`src/rtl/lcd_fill_engine.sv`:
```
// lcd_fill_engine: drives CASET/PASET/RAMWR then a solid colour fill
// over an 8080-style parallel bus to an ILI9341-class panel.
module lcd_fill_engine #(
    parameter int         WR_LOW    = 2,
    parameter int         WR_HIGH   = 2,
    parameter logic [7:0] CMD_CASET = 8'h2A,
    parameter logic [7:0] CMD_PASET = 8'h2B,
    parameter logic [7:0] CMD_RAMWR = 8'h2C
) (
    input  logic        HCLK,
    input  logic        HRESET,
    input  logic        lcd_en,
    input  logic        color_en,
    input  logic [31:0] set_sc,
    input  logic [31:0] set_ec,
    input  logic [31:0] set_sp,
    input  logic [31:0] set_ep,
    input  logic [15:0] color,
    output logic        LCD_CS,
    output logic        LCD_RS,
    output logic        LCD_WR,
    output logic        LCD_RD,
    output logic [15:0] LCD_DATA,
    output logic        busy,
    output logic        done,
    output logic        err
);

    localparam int WORD = WR_LOW + WR_HIGH;
    localparam int PW   = (WORD > 1) ? $clog2(WORD) : 1;

    typedef enum logic [2:0] {
        S_IDLE,
        S_CASET_C,
        S_CASET_P,
        S_PASET_C,
        S_PASET_P,
        S_RAMWR_C,
        S_PIXEL
    } state_t;

    state_t        state, state_n;
    logic [PW-1:0] ph, ph_n;
    logic [1:0]    idx, idx_n;
    logic [15:0]   x, x_n, y, y_n;
    logic [15:0]   sc_r, ec_r, sp_r, ep_r, color_r;
    logic          accept, start_bad, word_end, last_px, done_n;
    logic          cs_d, wr_d, rs_d;
    logic [15:0]   data_d;
    logic          unused_hi;

    assign unused_hi = ^{set_sc[31:16], set_ec[31:16],
                         set_sp[31:16], set_ep[31:16]};
    assign LCD_RD    = 1'b1;

    function automatic logic [7:0] pbyte(input logic [15:0] a,
                                         input logic [15:0] b,
                                         input logic [1:0]  i);
        case (i)
            2'd0:    pbyte = a[15:8];
            2'd1:    pbyte = a[7:0];
            2'd2:    pbyte = b[15:8];
            default: pbyte = b[7:0];
        endcase
    endfunction

    // Next-state: word sequencing, sub-phase timing and x/y pixel walk
    always_comb begin
        state_n   = state;
        ph_n      = ph;
        idx_n     = idx;
        x_n       = x;
        y_n       = y;
        done_n    = 1'b0;
        accept    = (state == S_IDLE) && color_en && lcd_en;
        start_bad = accept && ((set_ec[15:0] < set_sc[15:0]) ||
                               (set_ep[15:0] < set_sp[15:0]));
        word_end  = (ph == PW'(WORD - 1));
        last_px   = (x == ec_r) && (y == ep_r);
        if (state != S_IDLE) begin
            ph_n = word_end ? '0 : ph + PW'(1);
        end
        unique case (state)
            S_IDLE: begin
                if (accept && !start_bad) begin
                    state_n = S_CASET_C;
                    ph_n    = '0;
                end
            end
            S_CASET_C: begin
                if (word_end) begin
                    state_n = S_CASET_P;
                    idx_n   = 2'd0;
                end
            end
            S_CASET_P: begin
                if (word_end) begin
                    idx_n = idx + 2'd1;
                    if (idx == 2'd3) state_n = S_PASET_C;
                end
            end
            S_PASET_C: begin
                if (word_end) begin
                    state_n = S_PASET_P;
                    idx_n   = 2'd0;
                end
            end
            S_PASET_P: begin
                if (word_end) begin
                    idx_n = idx + 2'd1;
                    if (idx == 2'd3) state_n = S_RAMWR_C;
                end
            end
            S_RAMWR_C: begin
                if (word_end) begin
                    state_n = S_PIXEL;
                    x_n     = sc_r;
                    y_n     = sp_r;
                end
            end
            S_PIXEL: begin
                if (word_end) begin
                    if (last_px) begin
                        state_n = S_IDLE;
                        done_n  = 1'b1;
                    end else if (x == ec_r) begin
                        x_n = sc_r;
                        y_n = y + 16'd1;
                    end else begin
                        x_n = x + 16'd1;
                    end
                end
            end
            default: state_n = S_IDLE;
        endcase
    end

    // Bus word decode from the upcoming state so outputs leave a flop
    always_comb begin
        cs_d   = (state_n == S_IDLE);
        wr_d   = cs_d || (ph_n >= PW'(WR_LOW));
        rs_d   = 1'b1;
        data_d = 16'h0000;
        unique case (state_n)
            S_CASET_C: begin
                rs_d   = 1'b0;
                data_d = {8'h00, CMD_CASET};
            end
            S_CASET_P: data_d = {8'h00, pbyte(sc_r, ec_r, idx_n)};
            S_PASET_C: begin
                rs_d   = 1'b0;
                data_d = {8'h00, CMD_PASET};
            end
            S_PASET_P: data_d = {8'h00, pbyte(sp_r, ep_r, idx_n)};
            S_RAMWR_C: begin
                rs_d   = 1'b0;
                data_d = {8'h00, CMD_RAMWR};
            end
            S_PIXEL:   data_d = color_r;
            default:   data_d = 16'h0000;
        endcase
    end

    // Sequencer state, phase, parameter index and pixel counters
    always_ff @(posedge HCLK) begin
        if (HRESET) begin
            state <= S_IDLE;
            ph    <= '0;
            idx   <= 2'd0;
            x     <= 16'd0;
            y     <= 16'd0;
        end else begin
            state <= state_n;
            ph    <= ph_n;
            idx   <= idx_n;
            x     <= x_n;
            y     <= y_n;
        end
    end

    // Snapshot window and colour at accept; later input changes are ignored
    always_ff @(posedge HCLK) begin
        if (HRESET) begin
            sc_r    <= 16'd0;
            ec_r    <= 16'd0;
            sp_r    <= 16'd0;
            ep_r    <= 16'd0;
            color_r <= 16'd0;
        end else if (accept) begin
            sc_r    <= set_sc[15:0];
            ec_r    <= set_ec[15:0];
            sp_r    <= set_sp[15:0];
            ep_r    <= set_ep[15:0];
            color_r <= color;
        end
    end

    // Registered panel bus and status pulses
    always_ff @(posedge HCLK) begin
        if (HRESET) begin
            LCD_CS   <= 1'b1;
            LCD_RS   <= 1'b1;
            LCD_WR   <= 1'b1;
            LCD_DATA <= 16'h0000;
            busy     <= 1'b0;
            done     <= 1'b0;
            err      <= 1'b0;
        end else begin
            LCD_CS   <= cs_d;
            LCD_RS   <= rs_d;
            LCD_WR   <= wr_d;
            LCD_DATA <= data_d;
            busy     <= !cs_d;
            done     <= done_n;
            err      <= start_bad;
        end
    end

endmodule
```
`config.mk`:
```
export PLATFORM = sky130hd
export DESIGN_NAME = lcd_fill_engine
export DESIGN_NICKNAME = d
export VERILOG_FILES = /design/src/rtl/lcd_fill_engine.sv
export SDC_FILE = /design/constraint.sdc
export NUM_CORES = 1
export LEC_CHECK = 0
export CAP_MARGIN = 20
export CORE_MARGIN = 4
export CORE_UTILIZATION = 40
export DETAILED_ROUTE_END_ITERATION = 10
export PLACE_DENSITY_LB_ADDON = 0.1
export SYNTH_ARGS = -nofsm -noshare
export SYNTH_HDL_FRONTEND = slang
export SYNTH_SLANG_ARGS = --single-unit
```
`constraint.sdc`:
```
create_clock -name HCLK -period 3.9 [get_ports HCLK]
set_clock_uncertainty 0.1 [all_clocks]
set_input_delay 0.78 -clock HCLK [delete_from_list [all_inputs] [get_ports HCLK]]
set_output_delay 0.78 -clock HCLK [all_outputs]
set_load 0.02 [all_outputs]
```
Fig. 1: run 1, routed metal per tile
Bar = 50 µm. The die is cut into 29 by 29 equal tiles; black is low, pale yellow is high, scaled to the fullest tile. Values are wire area over tile area, all layers added.
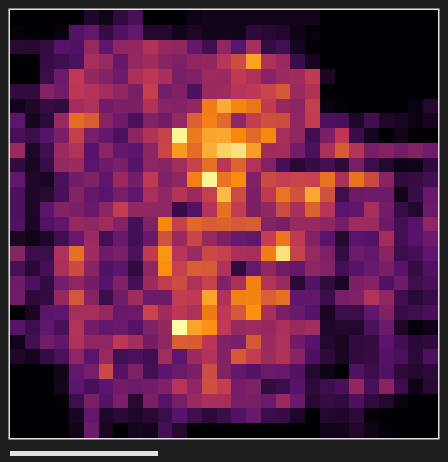
- tiles over half the peak: 15%
- fullest tile: 0.57
- mean over tiles: 0.16

Fig. 2: run 1, track usage over the die
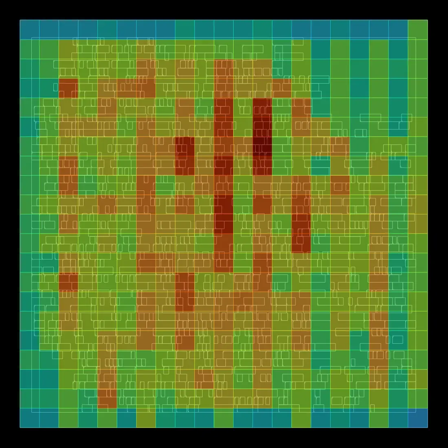
global router's overall resource usage: 0.201
met1 global-route usage: 0.309
GR Layer Usage met2: 0.284

Fig. 3: run 1, cell classes on the final placement
Bar = 50 µm.
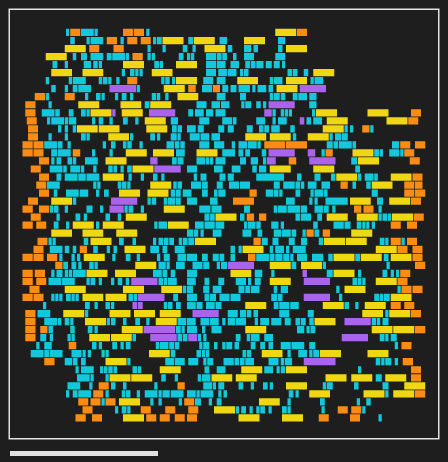
- orange: other buffers and delay cells (cells 128)
- purple: clock drivers and dummy loads (cells 30)
- cyan: all other logic (cells 754)
- yellow: flip-flops (cells 141)

Fig. 4: run 1, wiring by layer
Bar = 50 µm. Two of the layers only.
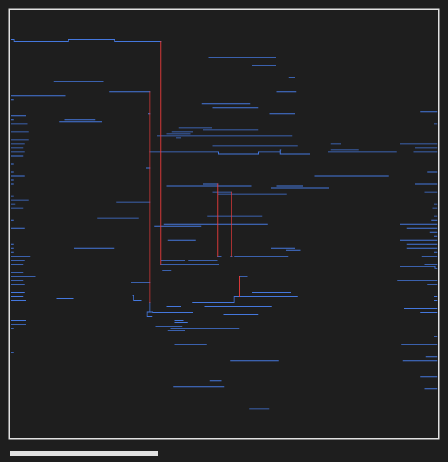
- blue: met3 (wire length 1,280 µm)
- red: met4 (wire length 200 µm)
wire length per cell after detailed routing: 16.7 µm
wire length after detailed routing: 21,500 µm

==> reports/metrics.sh, run 1 <==
CRIT_PATH_TIME_FINAL_PS=3520
POWER_PER_CELL_AREA_nW_PER_UM2=379
NON_CLOCK_BUFFER_AREA_SHARE=0.135
STATUS='complete, no violations'
NET-SWITCHING-POWER_mW=0.899
SLEW_HEADROOM=0.254
YOSYS-DOMINANT-COMB-FAMILY='simple AND/OR/NAND/NOR gates'
FIRST_PASS_GRT_WIRE_LENGTH_UM=34500
P_SW_FRAC=0.253
CLOCK_TREE_AREA_FRACTION=0.0602
FINAL.FILL_COUNT=1792
SYNTHESIS.AREA_UM2=7500
P_COMB_FRAC=0.125
MIN_DELAY_PATH_DEPTH=2
INITIAL_ANTENNA_VIOLATION_COUNT=0
PLACE.GP.CONGESTION=0.908
CTSLONGESTPATHBUFFERS=2
POST-SYNTH-TOP-AREA-FRACTION=0.376
LAY_TOP_CELLS='221 x nand2_1, 142 x a21oi_1, 141 x dfxtp_1, 104 x clkdlybuf4s50_1, 41 x mux2i_1'
ROUTED-VIA-COUNT=6901
GRT_OVERFLOW=0
HOLD_SLACK_PS=348
SETUP_TOTAL_NEGATIVE_SLACK_PS=0
CRITICAL_PATH.CELL_CHAIN='clkdlybuf4s50_1, inv_1, ha_1, nand4_1, or4_1, o32a_1, a22oi_2, a21boi_2, buf_4, or2_2'
SYNTH.FF_LATCH_COUNT=141
SYNTH.AREA.TOP_CELLS='dfxtp_1 38%, nand2_1 11%, a21oi_1 9.5%, ha_1 5.8%, mux2i_1 5.5%'
CTS.ROOT.BUFFER_CELL='clkbuf_16'
WORST_PATH_ARRIVAL_TIME_PS=3720
INVERTERS=36
[run 1: routing by layer]
metal / global-route usage / part of all wire
met2: 0.284 / 0.41
met3: 0.0390 / 0.059
met5: 0 / 0
met1: 0.309 / 0.52
met4: 0.0551 / 0.0093
[run 1: state kept, by name, indices dropped and copies added, names as in the netlist, 2 cells and up]
name	cells
ph	2
state	3
ep_r	16
sc_r	16
ec_r	16
y	16
LCD_DATA	16
idx	2
x	16
color_r	16
sp_r	16
[run 1: stage by stage]
| stage | area (µm²) | cells |
|---|---|---|
| CTS | 9360 | 1282 |
| global placement | 8790 | 1252 |
| global route | 9360 | 1282 |
| detailed placement | 8790 | 1252 |
| floorplan | 7500 | 957 |
| finish | 9360 | 1282 |
[run 1: synthesized netlist by cell type, drive strengths merged, types with 2 or more instances]
| cell type | number |
|---|---|
| and2 | 5 |
| nor4 | 12 |
| or4 | 2 |
| or2 | 7 |
| a2bb2oi | 2 |
| a21oi | 142 |
| nand2b | 7 |
| o32ai | 15 |
| a22oi | 4 |
| o22ai | 7 |
| o21a | 6 |
| nand4 | 8 |
| clkbuf | 45 |
| o31a | 5 |
| a31oi | 10 |
| a211oi | 8 |
| nor3 | 12 |
| a32oi | 2 |
| o21ai | 25 |
| ha | 35 |
| mux2i | 41 |
| nand2 | 221 |
| buf | 17 |
| nor3b | 2 |
| a2111oi | 4 |
| nor2 | 32 |
| nor2b | 3 |
| a21boi | 2 |
| dfxtp | 141 |
| o32a | 2 |
| a21o | 6 |
| and3 | 14 |
| and4 | 2 |
| a31o | 2 |
| or3 | 4 |
| inv | 36 |
| nand3b | 2 |
| xor2 | 34 |
| nand3 | 19 |
[run 1: critical path, delay by kind of cell]
kind | cells | cell delay, ps
simple gates | 3 | 960
buf+inv | 3 | 760
compound gates | 3 | 930
fa+ha+maj | 1 | 290
Fig. 5: run 1, gate families picked out
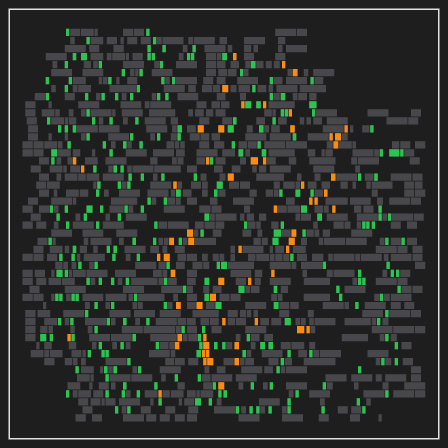

## Run 2: what changed since run 1
GPL_TIMING_DRIVEN = 0   (was unset)
SKIP_LAST_GASP = 1   (was unset)
Fig. 6: run 2, gate families picked out
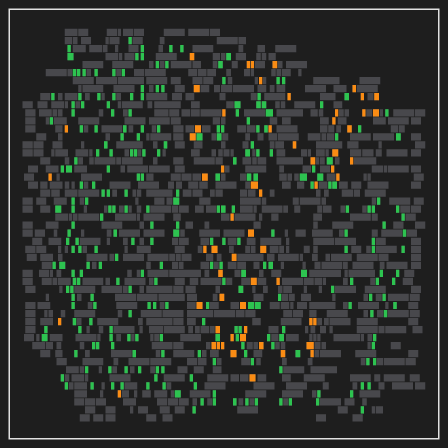
- orange: NOR gates (cells 61; most used nor2_1)
- green: NAND gates (cells 257; most used nand2_1; where all over the die)
proportion of cell area occupied by multi-input gates: 0.452
post-route insts no fill: 1,324
most used logic cell in the final layout: nand2_1

==> run 2 against run 1 <==
Compared with the run above: sequential share of layout area shrank 0.25 points; via count rose by 3.7%; critical path depth increased by 3; largest power group unchanged; critical path type is now reg2reg; clock-buffer cell count grew 3.
==> reports/metrics.sh, run 2 <==
DOMINANTREGCELLSYNTH='dfxtp_1'
SYNTH.FF_LATCH_COUNT=141  # unchanged
CLOCK_SINK_COUNT=141
LAY_TOP_CELLS='221 x nand2_1, 142 x a21oi_1, 141 x dfxtp_1, 105 x clkdlybuf4s50_1, 47 x clkbuf_1'
YOSYS-DOMINANT-COMB-FAMILY='simple AND/OR/NAND/NOR gates'
ROUTED-VIA-COUNT=7154  # +3.7%
TOP_USAGE_LAYER='met2'
CTS.ROOT.BUFFER_CELL='clkbuf_16'
GLOBAL_ROUTE.USAGE.TOTAL=0.217  # +0.0165
TOP_POST_SYNTHESIS_CELLS_BY_COUNT='221 x nand2_1, 142 x a21oi_1, 141 x dfxtp_1, 45 x clkbuf_1, 41 x mux2i_1'
CRITICAL_PATH.CELL_CHAIN='ha_1, clkbuf_1, inv_1, ha_1, or3_1, a21boi_0, a211oi_1, buf_2, buf_2, nand2_1, o22ai_1, o21ai_0, a21oi_1'
FIRST_PASS_GRT_WIRE_LENGTH_UM=36400  # +5.6%
PLACEDCELLCOUNT=1292  # +3.2%
FINALPOWER_mW=3.60
CTSLONGESTPATHBUFFERS=2  # unchanged
SYNTH.AREA.TOP_CELLS='dfxtp_1 38%, nand2_1 11%, a21oi_1 9.5%, ha_1 5.8%, mux2i_1 5.5%'
CP_NUM_BUF_INV=4  # +1
CRITPATHKIND='reg2reg'
GRT_OVERFLOW=0  # unchanged
FINAL_PERIOD_UTILIZATION=0.963
FINAL.FILL_COUNT=1828  # +2.0%
STATUS='complete, no violations'
SYNTH_CELL_TYPE_COUNT=65
DR_WL_MET3_UM=1630  # +27%
MET2_WIRELENGTH_UM=9930  # +14%
ROUTED_WIRE_LENGTH_PER_INSTANCE_UM=17.8  # +6.2%
INITIAL_ANTENNA_VIOLATION_COUNT=0  # unchanged
DR.FIRST_ITER.DRC_COUNT=450
PLACE.GP.CONGESTION=0.909  # about the same
GRT_UTIL_MET1=0.309  # -0.000615
SLEW_HEADROOM=0.480  # +0.225
POSTROUTEWIRELENGTH_UM=23600  # +9.7%
PLACEMENT.CELL_AREA_UM2=8850  # +0.63%
WORST_PATH_ARRIVAL_TIME_PS=4010  # +290 ps
FAMILY_WITH_THE_MOST_DELAY_ON_THE_WORST_PATH='AND-OR/OR-AND gates'
SYNTHXORXNORAREAFRAC=0.0397
POST-SYNTH-TOP-AREA-FRACTION=0.376  # unchanged
GR-USAGE-MET3=0.0455  # +0.00655
CRIT_PATH_TIME_FINAL_PS=3750  # +232 ps
MAXUSEDROUTINGLAYER='met4'
SYNTH-WARNING-COUNT=0
YOSYS.CELL_COUNT.TOP_TYPE='nand2_1'
SYNTHESIS.AREA_UM2=7500  # unchanged
GRTUSAGEMET2=0.328  # +0.0441
MIN_DELAY_PATH_DEPTH=2  # unchanged
POST_CTS_RESIZED=0
POWER_PER_CELL_AREA_nW_PER_UM2=382  # +0.75%
DESIGN_AREA_UM2=9430  # +0.84%
==> run 2: cell count changes in the layout (fill, tap and decap cells not counted), sizes merged <==
cell / change
buf: -6
clkbuf: +48
clkdlybuf4s50: +1
clkinvlp: -1
==> run 2: how the worst max path moves through the flow <==
stage,startpoint,slack (ps),end,cells past startpoint
after floorplan,set_sp[15],780,LCD_DATA[0],10
after global placement,set_sp[15],-220,LCD_DATA[0],11
after detailed placement,set_sp[15],-210,LCD_DATA[0],11
after CTS,set_sp[15],240,LCD_DATA[0],11
after global routing,ph[0],0.8,LCD_DATA[6],13
final,ph[0],150,LCD_DATA[6],13
==> run 2: cells by family (layout without fill, tap and decap cells) <==
family                     Yosys count  in the layout
AOI/OAI and AO/OA                  252            252
xor gates and xnor gates            34             34
adders and majority gates           35             35
buffers and inverters               98            236
DFF                                141            141
muxes                               42             42
other                                1              1
and+or+nand+nor                    354            354
==> run 2: power breakdown <==
group          internal, mW  total, mW  switching (mW)
logic                 0.207      0.450           0.243
registers              1.49       1.53          0.0444
clock network         0.990       1.62           0.633
==> run 2: area by class of cell <==
class | count | area, µm² | share of cell area
repair buffers | 106 | 1060 | 0.112
clock buffers | 22 | 474 | 0.0503
clock inverters | 10 | 113 | 0.0119
multi-input cells | 718 | 4270 | 0.452
inverters | 36 | 135 | 0.0143
flip-flops and latches | 141 | 2820 | 0.299
plain buffers | 62 | 280 | 0.0297
well taps | 229 | 287 | 0.0304
==> run 2: through the flow <==
stage	util	setup TNS [ps]	hold WS (ps)
2_1_floorplan	-	0	332
3_3_place_gp	0.486	-950	337
3_5_place_dp	0.486	-1030	343
4_1_cts	0.518	0	351
5_1_grt	0.518	0	376
6_report	0.518	0	350
Fig. 7: run 2, cell classes on the final placement
Bar = 50 µm.
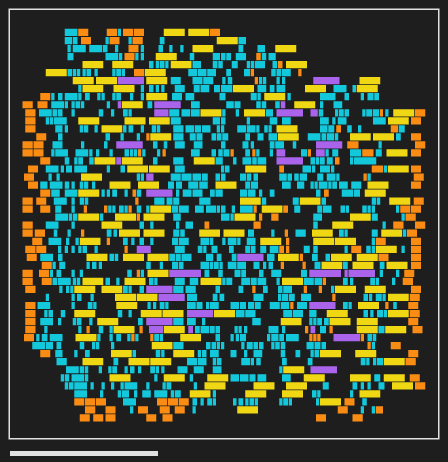

## Run 3: what changed since run 2
CORE_UTILIZATION = 51   (was 40)
Fig. 8: run 3, cell classes on the final placement
Bar = 50 µm.
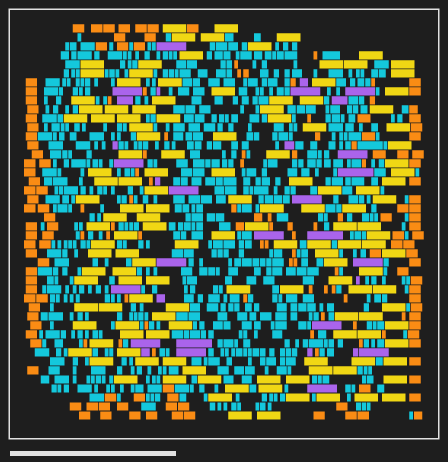
- orange: other buffers and delay cells (cells 168)
- purple: clock drivers and dummy loads (cells 32)
- yellow: flip-flops (cells 141)
- cyan: all other logic (cells 754)

==> run 3 against run 2 <==
Compared with the run above: cell area shrank 0.44%; critical endpoint is now LCD_DATA[0]; largest cell class unchanged; die size shrank 20%; first-iteration DRC count grew 33%; setup slack gained 140 ps.
==> reports/metrics.sh, run 3 <==
YOSYS.CELL_COUNT.TOP_TYPE='nand2_1'
DESIGN_AREA_UM2=9390  # -0.44%
POWER_PER_CELL_AREA_nW_PER_UM2=387  # +1.3%
DOMINANTREGCELLSYNTH='dfxtp_1'
SYNTH.FF_LATCH_COUNT=141  # unchanged
GRT_OVERFLOW=0  # unchanged
HOLD_SLACK_PS=348  # -2.13 ps
CRITPATHKIND='in2reg'
POST_LAYOUT_NONFILLER_INSTANCES=1279  # -3.4%
FINALPOWER_mW=3.63  # +0.82%
TOP_POST_SYNTHESIS_CELLS_BY_COUNT='221 x nand2_1, 142 x a21oi_1, 141 x dfxtp_1, 45 x clkbuf_1, 41 x mux2i_1'
FIRST_PASS_GRT_WIRE_LENGTH_UM=35300  # -3.1%
STATUS='complete, no violations'
POST-SYNTH-TOP-AREA-FRACTION=0.376  # unchanged
ROUTED_WIRE_LENGTH_PER_INSTANCE_UM=17.4  # -2.1%
GLOBAL_ROUTE.USAGE.TOTAL=0.272  # +0.0544
CLOCK_SINK_COUNT=141  # unchanged
PLACE.GP.CONGESTION=0.970  # +6.7%
CRIT_PATH_TIME_FINAL_PS=3610  # -139 ps
SYNTHESIS.AREA_UM2=7500  # unchanged
POST_CTS_RESIZED=0  # unchanged
WORST_PATH_ARRIVAL_TIME_PS=3830  # -180 ps
DR.FIRST_ITER.DRC_COUNT=597  # +33%
ROUTED-VIA-COUNT=7317  # +2.3%
CTSLONGESTPATHBUFFERS=2  # unchanged
P_SW_FRAC=0.249  # -0.00608
MIN_DELAY_PATH_DEPTH=2  # unchanged
PLACEMENT.CELL_AREA_UM2=8790  # -0.64%
run 3: logic make-up (layout without fill, tap and decap cells):
family | Yosys count | after routing | synth area share
buf+inv | 98 | 236 | 0.0554
flops | 141 | 141 | 0.376
fa+ha+maj | 35 | 35 | 0.0584
simple gates | 354 | 354 | 0.208
xor+xnor | 34 | 34 | 0.0397
mux | 42 | 42 | 0.0562
compound gates | 252 | 252 | 0.206
other cells | 1 | 1 | 0.000500
run 3: final cells by class:
class | count | area [µm²] | area share
plain buffers | 62 | 280 | 0.0298
clock buffers | 21 | 460 | 0.0490
clock inverters | 11 | 141 | 0.0151
inverters | 36 | 135 | 0.0144
multi-input cells | 718 | 4270 | 0.454
flip-flops and latches | 141 | 2820 | 0.301
well taps | 184 | 230 | 0.0245
repair buffers | 106 | 1060 | 0.112
run 3: metal layers:
| layer | global-route usage | share of wire |
|---|---|---|
| met5 | 0 | 0 |
| met4 | 0.101 | 0.020 |
| met3 | 0.0581 | 0.089 |
| met2 | 0.411 | 0.43 |
| met1 | 0.382 | 0.46 |
run 3: how the worst max path moves through the flow:
stage,start,endpoint,slack [ps]
after floorplan,set_sp[15],LCD_DATA[0],780
after global placement,set_sp[15],LCD_DATA[0],-190
after detailed placement,set_sp[15],LCD_DATA[0],-180
after CTS,set_sp[15],LCD_DATA[0],290
after global routing,set_sp[15],LCD_DATA[0],150
final,set_sp[15],LCD_DATA[0],290
run 3: critical path: stages:
cell             delay [ps]
clkdlybuf4s50_1         470
inv_1                    50
ha_1                    310
nand4_1                 170
or4_1                   550
o32a_1                  360
a22oi_2                 420
a21boi_2                150
buf_6                   170
and4_4                  160
a221o_1                 250
Power and IR drop assume default switching activity.
